clocks.png
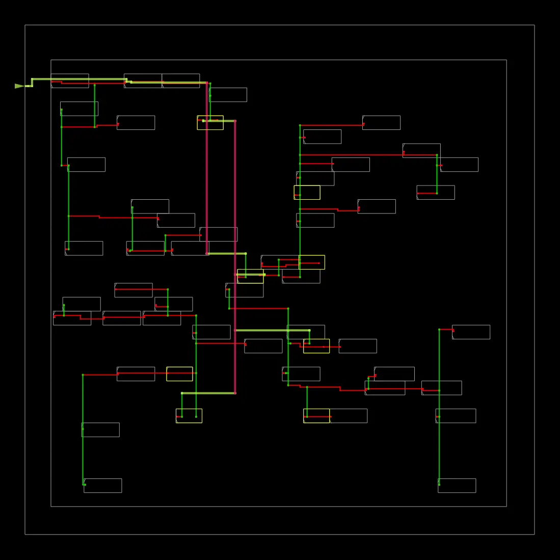
io_placement.png
Scale bar: 20 um. Pins as bars across the die edge, other pins in gray.
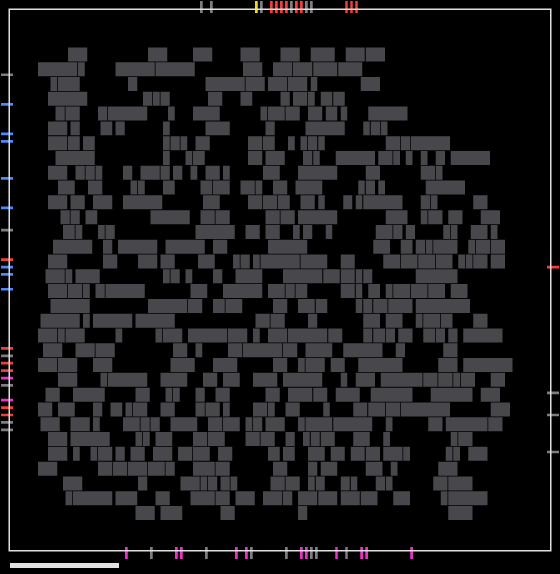
flops_by_reg.png
Scale bar: 20 um.
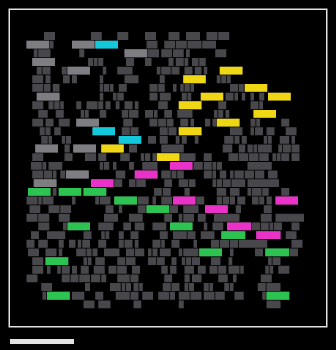
## config.mk

```make
export PLATFORM = sky130hd
export DESIGN_NAME = tpu_sequencer_flat
export DESIGN_NICKNAME = d
export VERILOG_FILES = /design/src/rtl/tpu_sequencer_if.sv /design/src/rtl/tpu_sequencer.sv /design/src/flat_wrapper.sv
export SDC_FILE = /design/constraint.sdc
export NUM_CORES = 1
export LEC_CHECK = 0
export CAP_MARGIN = 25
export CORE_MARGIN = 5
export CORE_UTILIZATION = 35
export DETAILED_ROUTE_END_ITERATION = 16
export PLACE_DENSITY_LB_ADDON = 0.08
export SLEW_MARGIN = 15
export SYNTH_ARGS = -nofsm -noshare
export SYNTH_HDL_FRONTEND = slang
export SYNTH_SLANG_ARGS = --single-unit
```

## constraint.sdc

```tcl
create_clock -name clk -period 2.5 [get_ports clk]
set_input_delay 0.5 -clock clk [delete_from_list [all_inputs] [get_ports clk]]
set_output_delay 0.5 -clock clk [all_outputs]
set_load 0.02 [all_outputs]
```

## src/rtl/tpu_sequencer_if.sv

```systemverilog
// ----------------------------------------------------------------------------
// tpu_sequencer_if
//   Bundles the control, instruction-memory and datapath signals that
//   tpu_sequencer exchanges with its surroundings.
//
//   master modport (the sequencer):
//     in : start, stall, instr_rdata
//     out: instr_addr, mem_addr, base_address, load_weight, load_input,
//          valid, busy, halted, error
//   slave modport (program memory, datapath and controller side):
//     the same signals with the directions reversed.
// ----------------------------------------------------------------------------
interface tpu_sequencer_if #(
    parameter int INSTR_W = 16,
    parameter int ADDR_W  = 13,
    parameter int PC_W    = 8
);
    logic               start;
    logic               stall;
    logic [PC_W-1:0]    instr_addr;
    logic [INSTR_W-1:0] instr_rdata;
    logic [ADDR_W-1:0]  mem_addr;
    logic [ADDR_W-1:0]  base_address;
    logic               load_weight;
    logic               load_input;
    logic               valid;
    logic               busy;
    logic               halted;
    logic               error;

    modport master (
        input  start, stall, instr_rdata,
        output instr_addr, mem_addr, base_address,
               load_weight, load_input, valid, busy, halted, error
    );

    modport slave (
        output start, stall, instr_rdata,
        input  instr_addr, mem_addr, base_address,
               load_weight, load_input, valid, busy, halted, error
    );
endinterface

```

## src/rtl/tpu_sequencer.sv

```systemverilog
// ----------------------------------------------------------------------------
// tpu_sequencer
//   Program-driven sequencer for the systolic array. It fetches instructions
//   from a synchronous instruction memory (one cycle read latency) and decodes
//   them. LOAD_WEIGHT / LOAD_INPUT / COMPUTE become bursts of single-cycle
//   strobes, each paired with an incrementing memory address.
//
//   Ports:
//     clk    : clock, all state changes on the rising edge
//     reset  : synchronous, active-high
//     bus    : tpu_sequencer_if.master
//              start        - run program from pc 0 (honoured in IDLE/HALTED)
//              stall        - datapath back-pressure, freezes a burst
//              instr_addr   - instruction memory address (the pc)
//              instr_rdata  - instruction word, one cycle after instr_addr
//              mem_addr     - base_address + burst index (wraps)
//              base_address - operand of the last LOAD_ADDR
//              load_weight / load_input / valid - burst strobes
//              busy / halted / error - status
// ----------------------------------------------------------------------------
module tpu_sequencer #(
    parameter int INSTR_W = 16,
    parameter int OPC_W   = 3,
    parameter int ADDR_W  = 13,
    parameter int CNT_W   = 8,
    parameter int PC_W    = 8
) (
    input  logic            clk,
    input  logic            reset,
    tpu_sequencer_if.master bus
);

    localparam logic [OPC_W-1:0] OP_NOP       = OPC_W'(0);
    localparam logic [OPC_W-1:0] OP_LOAD_ADDR = OPC_W'(1);
    localparam logic [OPC_W-1:0] OP_LOAD_WGT  = OPC_W'(2);
    localparam logic [OPC_W-1:0] OP_LOAD_INP  = OPC_W'(3);
    localparam logic [OPC_W-1:0] OP_COMPUTE   = OPC_W'(4);
    localparam logic [OPC_W-1:0] OP_HALT      = OPC_W'(7);

    typedef enum logic [2:0] {
        S_IDLE,
        S_FETCH,
        S_DECODE,
        S_EXEC,
        S_HALTED
    } state_t;

    // Only the fields that EXEC consumes are held from the decoded word.
    typedef struct packed {
        logic [OPC_W-1:0] opc;
        logic [CNT_W-1:0] len;
    } ir_t;

    state_t            state_q;
    logic [PC_W-1:0]   pc_q;
    ir_t               ir_q;
    logic [ADDR_W-1:0] base_q;
    logic [CNT_W-1:0]  idx_q;
    logic              error_q;
    logic              busy_q;
    logic              halted_q;

    // Fields of the word arriving from instruction memory (valid in DECODE).
    logic [OPC_W-1:0]  new_opc;
    logic [ADDR_W-1:0] new_operand;
    logic [CNT_W-1:0]  new_len;
    logic              exec_fire;
    logic              burst_last;

    assign new_opc     = bus.instr_rdata[INSTR_W-1 -: OPC_W];
    assign new_operand = bus.instr_rdata[ADDR_W-1:0];
    assign new_len     = new_operand[CNT_W-1:0];

    assign exec_fire  = (state_q == S_EXEC) && !bus.stall;
    // len is never zero in EXEC, so len-1 cannot underflow here.
    assign burst_last = (idx_q == ir_q.len - CNT_W'(1));

    // ------------------------------------------------------------------
    // Strobes: decoded from registered state and stall only, so nothing
    // from instr_rdata reaches the datapath strobes combinationally.
    // ------------------------------------------------------------------
    logic strb_weight;
    logic strb_input;
    logic strb_valid;

    always_comb begin
        // NOTE: every output of a combinational block gets a default first,
        // so no path leaves it unassigned and no latch is inferred.
        strb_weight = 1'b0;
        strb_input  = 1'b0;
        strb_valid  = 1'b0;
        if (exec_fire) begin
            case (ir_q.opc)
                OP_LOAD_WGT: strb_weight = 1'b1;
                OP_LOAD_INP: strb_input  = 1'b1;
                OP_COMPUTE:  strb_valid  = 1'b1;
                default:     ;
            endcase
        end
    end

    assign bus.load_weight  = strb_weight;
    assign bus.load_input   = strb_input;
    assign bus.valid        = strb_valid;
    assign bus.instr_addr   = pc_q;
    assign bus.base_address = base_q;
    // Burst index is zero-extended; the add wraps modulo 2^ADDR_W.
    assign bus.mem_addr     = (state_q == S_EXEC) ? base_q + ADDR_W'(idx_q) : base_q;
    assign bus.busy         = busy_q;
    assign bus.halted       = halted_q;
    assign bus.error        = error_q;

    // ------------------------------------------------------------------
    // Control FSM. busy/halted are registered alongside every state change
    // so they always match the state register.
    // ------------------------------------------------------------------
    always_ff @(posedge clk) begin
        // NOTE: sequential state uses non-blocking assignments so every
        // register samples pre-edge values regardless of statement order.
        if (reset) begin
            state_q  <= S_IDLE;
            pc_q     <= '0;
            ir_q     <= '0;
            base_q   <= '0;
            idx_q    <= '0;
            error_q  <= 1'b0;
            busy_q   <= 1'b0;
            halted_q <= 1'b0;
        end else begin
            case (state_q)
                S_IDLE, S_HALTED: begin
                    if (bus.start) begin
                        pc_q     <= '0;
                        error_q  <= 1'b0;
                        busy_q   <= 1'b1;
                        halted_q <= 1'b0;
                        state_q  <= S_FETCH;
                    end
                end

                // instr_addr is presented this cycle; the word returns next.
                S_FETCH: state_q <= S_DECODE;

                S_DECODE: begin
                    ir_q.opc <= new_opc;
                    ir_q.len <= new_len;
                    pc_q     <= pc_q + PC_W'(1);
                    case (new_opc)
                        OP_NOP: state_q <= S_FETCH;
                        OP_LOAD_ADDR: begin
                            base_q  <= new_operand;
                            state_q <= S_FETCH;
                        end
                        OP_LOAD_WGT, OP_LOAD_INP, OP_COMPUTE: begin
                            // A zero-length burst behaves as a NOP.
                            if (new_len != '0) begin
                                idx_q   <= '0;
                                state_q <= S_EXEC;
                            end else begin
                                state_q <= S_FETCH;
                            end
                        end
                        OP_HALT: begin
                            busy_q   <= 1'b0;
                            halted_q <= 1'b1;
                            state_q  <= S_HALTED;
                        end
                        default: begin
                            error_q  <= 1'b1;
                            busy_q   <= 1'b0;
                            halted_q <= 1'b1;
                            state_q  <= S_HALTED;
                        end
                    endcase
                end

                // Progress only on strobed cycles; stall freezes idx.
                S_EXEC: begin
                    if (!bus.stall) begin
                        if (burst_last) begin
                            idx_q   <= '0;
                            state_q <= S_FETCH;
                        end else begin
                            idx_q <= idx_q + CNT_W'(1);
                        end
                    end
                end

                default: begin
                    busy_q   <= 1'b0;
                    halted_q <= 1'b0;
                    state_q  <= S_IDLE;
                end
            endcase
        end
    end

endmodule

```

## src/flat_wrapper.sv

```systemverilog
// flat-port wrapper written by rule: the top's interface ports become plain ports
module tpu_sequencer_flat 
#(
    parameter int INSTR_W = 16,
    parameter int OPC_W   = 3,
    parameter int ADDR_W  = 13,
    parameter int CNT_W   = 8,
    parameter int PC_W    = 8
)
  (clk, reset, bus_start, bus_stall, bus_instr_rdata, bus_instr_addr, bus_mem_addr, bus_base_address, bus_load_weight, bus_load_input, bus_valid, bus_busy, bus_halted, bus_error);
  tpu_sequencer_if #(.INSTR_W(INSTR_W), .ADDR_W(ADDR_W), .PC_W(PC_W)) bus_i ();
  input  logic clk;
  input  logic reset;
  input wire logic [$bits(bus_i.start)-1:0] bus_start;
  input wire logic [$bits(bus_i.stall)-1:0] bus_stall;
  input wire logic [$bits(bus_i.instr_rdata)-1:0] bus_instr_rdata;
  output wire logic [$bits(bus_i.instr_addr)-1:0] bus_instr_addr;
  output wire logic [$bits(bus_i.mem_addr)-1:0] bus_mem_addr;
  output wire logic [$bits(bus_i.base_address)-1:0] bus_base_address;
  output wire logic [$bits(bus_i.load_weight)-1:0] bus_load_weight;
  output wire logic [$bits(bus_i.load_input)-1:0] bus_load_input;
  output wire logic [$bits(bus_i.valid)-1:0] bus_valid;
  output wire logic [$bits(bus_i.busy)-1:0] bus_busy;
  output wire logic [$bits(bus_i.halted)-1:0] bus_halted;
  output wire logic [$bits(bus_i.error)-1:0] bus_error;
  assign bus_i.start = bus_start;
  assign bus_i.stall = bus_stall;
  assign bus_i.instr_rdata = bus_instr_rdata;
  assign bus_instr_addr = bus_i.instr_addr;
  assign bus_mem_addr = bus_i.mem_addr;
  assign bus_base_address = bus_i.base_address;
  assign bus_load_weight = bus_i.load_weight;
  assign bus_load_input = bus_i.load_input;
  assign bus_valid = bus_i.valid;
  assign bus_busy = bus_i.busy;
  assign bus_halted = bus_i.halted;
  assign bus_error = bus_i.error;
  tpu_sequencer #(.INSTR_W(INSTR_W), .OPC_W(OPC_W), .ADDR_W(ADDR_W), .CNT_W(CNT_W), .PC_W(PC_W)) u_core (.clk(clk), .reset(reset), .bus(bus_i));
endmodule
```

==> impl_metrics.env <==
# flow metrics
export IMPL_p_int_mw=1.21
export IMPL_violations="negative setup slack"
export IMPL_xor_share_pct=5.96
export IMPL_ys_types=52
export IMPL_grt_max_degree=48
export IMPL_outcome="finished, violations left"
export IMPL_postSynthSeqShare_pct=33.0
export IMPL_mux_share_pct=5.07
export IMPL_root_buffer="clkbuf_8"
export IMPL_first_pass_iters=4
export IMPL_syn_num_nets=384
export IMPL_worst_path_max_delay_cell="dfxtp_2"
export IMPL_logic_family="simple AND/OR/NAND/NOR gates"
export IMPL_max_freq_ghz=0.383
export IMPL_cp_cell_sequence="ha_4 -> a21o_1 -> a21oi_2 -> o211ai_1 -> buf_4 -> and3_4 -> o31ai_2 -> buf_4"
export IMPL_nets=494
export IMPL_dp_hpwl_mm=6.02
export IMPL_critPathMaxFanout=5
export IMPL_cts_num_sinks=46
export IMPL_cts_tree="built"
export IMPL_final_layout_size_suffix_gt1_share_pct=22.9
export IMPL_grt_pass1_wl_mm=13.4
export IMPL_power_frac_seq_pct=46.2
export IMPL_setup_ws_ns=-0.108
export IMPL_setup_viol=6
export IMPL_ys_flop_type="dfxtp_1"
export IMPL_p_leak_nw=1.80
export IMPL_ys_ff=46
export IMPL_drc=0
export IMPL_finalClockPeriodUsage_pct=104
export IMPL_synthArstFlopShare_pct=0
export IMPL_maxCapViolCount=0
export IMPL_endpoint_kind="primary output"
export IMPL_relSlewSlack_pct=62.0
export IMPL_synth_cellmix_compoundShare_pct=18.8
export IMPL_critPathBufInv=2
export IMPL_min_period_ns=2.61
export IMPL_dp_slack_ns=-0.362
export IMPL_ys_sh_adder_pct=5.65
export IMPL_floorplan_core_util_pct=36.1
export IMPL_antenna_cells=0
export IMPL_cp_top_family="AND-OR/OR-AND gates"
export IMPL_insertion_delay_ns=0.31
export IMPL_final_max_slew_viol_count=0
export IMPL_finalHoldViolations=0
export IMPL_worstSetupPathType="reg2out"
export IMPL_simple_gate_area_share_pct=27.0
export IMPL_area_growth_pct=46.7
export IMPL_yosysCellCount=352
export IMPL_io_pins=60
export IMPL_syn_inst=352
Notes on clocks.png above:
cts bufs inserted: 5
P_clk: 0.546 mW
# clk buffers: 8

Notes on io_placement.png above:
[magenta] bus_mem_addr | pins: 13 | direction: output | edge: 11 bottom, 2 left
[yellow] bus_error | pins: 1 | direction: output | edge: top
[red] bus_instr_rdata | pins: 16 | direction: input | edge: 9 top, 6 left, 1 right
[blue] bus_instr_addr | pins: 8 | direction: output | edge: left
Die X: 99.3 um
Die Height: 99.3 um
number of port buffers: 59

Notes on flops_by_reg.png above:
[yellow] u_core.ir_q | placed flops: 11
[cyan] u_core.state_q | placed flops: 3
[green] u_core.bus.base_address | placed flops: 13
[magenta] u_core.idx_q | placed flops: 8
not colored: 11
Seq group: 0.784 mW
Seq/total area: 22.6%

## tightest hold or removal path, delay by kind of cell (launching register included)
kind | cells | cell delay, ns
AOI/OAI and AO/OA | 1 | 0.05
DFF | 1 | 0.33
and+or+nand+nor | 1 | 0.05
## state kept, by name, summed over array words and instances (netlist names)
register / cells
u_core.bus.instr_addr: 8
u_core.bus.error: 1
u_core.state_q: 3
u_core.ir_q: 11
u_core.bus.halted: 1
u_core.idx_q: 8
u_core.bus.busy: 1
u_core.bus.base_address: 13
## area by class of cell
type | count | area [sq um]
multi-input cells | 275 | 1830
clock buffers | 8 | 110
well taps | 102 | 128
repair buffers | 120 | 1050
inverters | 14 | 52.6
flip-flops and latches | 46 | 926
fillers | 760 | 3630
## power groups by stage
stage	clock network (mW)	registers, mW	logic, mW
finish	0.546	0.784	0.368
global route	0.581	0.788	0.406
CTS	0.562	0.784	0.370
detailed placement	0	0.801	0.367
global placement	0	0.799	0.364
floorplan	0	0.806	0.207
## synthesized netlist by cell type, types with 2 or more instances
cell type / number / area share (%)
dfxtp_1: 46 / 33
nand2_1: 43 / 5.8
nor2_1: 39 / 5.2
a21oi_1: 27 / 4.8
o21ai_0: 21 / 3.8
clkbuf_1: 14 / 1.9
inv_1: 14 / 1.9
mux2i_1: 13 / 4.7
nand3_1: 13 / 2.3
xnor2_1: 12 / 3.8
ha_1: 11 / 4.9
nand3b_1: 9 / 2.4
nor3_1: 8 / 1.4
a221oi_1: 7 / 2.2
and3_1: 7 / 1.6
xor2_1: 7 / 2.2
or3_1: 6 / 1.3
nor3b_1: 5 / 1.3
nand4_1: 4 / 0.90
o31ai_1: 4 / 1.1
or4_1: 4 / 1.1
a211oi_1: 3 / 0.81
a211o_1: 2 / 0.63
a21o_1: 2 / 0.54
a31oi_1: 2 / 0.45
buf_2: 2 / 0.36
or2_2: 2 / 0.45
## worst paths after layout
path	start	end	slack, ns	depth (start not counted)
min reg2reg	u_core.ir_q[10]	u_core.ir_q[10]	0.48	2
max reg2reg	u_core.ir_q[1]	u_core.idx_q[7]	0.26	7
min	u_core.ir_q[10]	u_core.ir_q[10]	0.48	2
max	u_core.idx_q[1]	bus_mem_addr[7]	-0.11	8
## metal layers
| layer | GRT usage (%) | wire length, um | up-vias |
|---|---|---|---|
| met5 | 0 | 0 | - |
| met4 | 4.10 | 86 | 0 |
| met3 | 3.09 | 296 | 6 |
| met2 | 27.9 | 4020 | 53 |
| met1 | 21.6 | 3820 | 1343 |
| li1 | - | - | 1474 |
## through the flow
step / cell area [sq um] / instances / hold slack, ns / utilization (%) / total power, mW
after floorplan: 2800 / 352 / 0.445 / - / 1.01
after global placement: 3860 / 550 / 0.459 / 50.0 / 1.16
after detailed placement: 3860 / 550 / 0.462 / 50.0 / 1.17
after CTS: 4020 / 562 / 0.474 / 52.1 / 1.72
after global routing: 4090 / 565 / 0.508 / 53.0 / 1.77
final: 4090 / 565 / 0.476 / 53.0 / 1.70
## timing repair
| action | CTS | global route |
|---|---|---|
| endpoints found under the hold margin | 0 | 0 |
| endpoints found under the setup margin | 16 | 15 |
| gates resized | 67 | 20 |
| buffers inserted | 4 | 3 |
| pin swaps | 11 | 14 |
Power figures rest on the tool's default switching activity, not on a simulated workload.
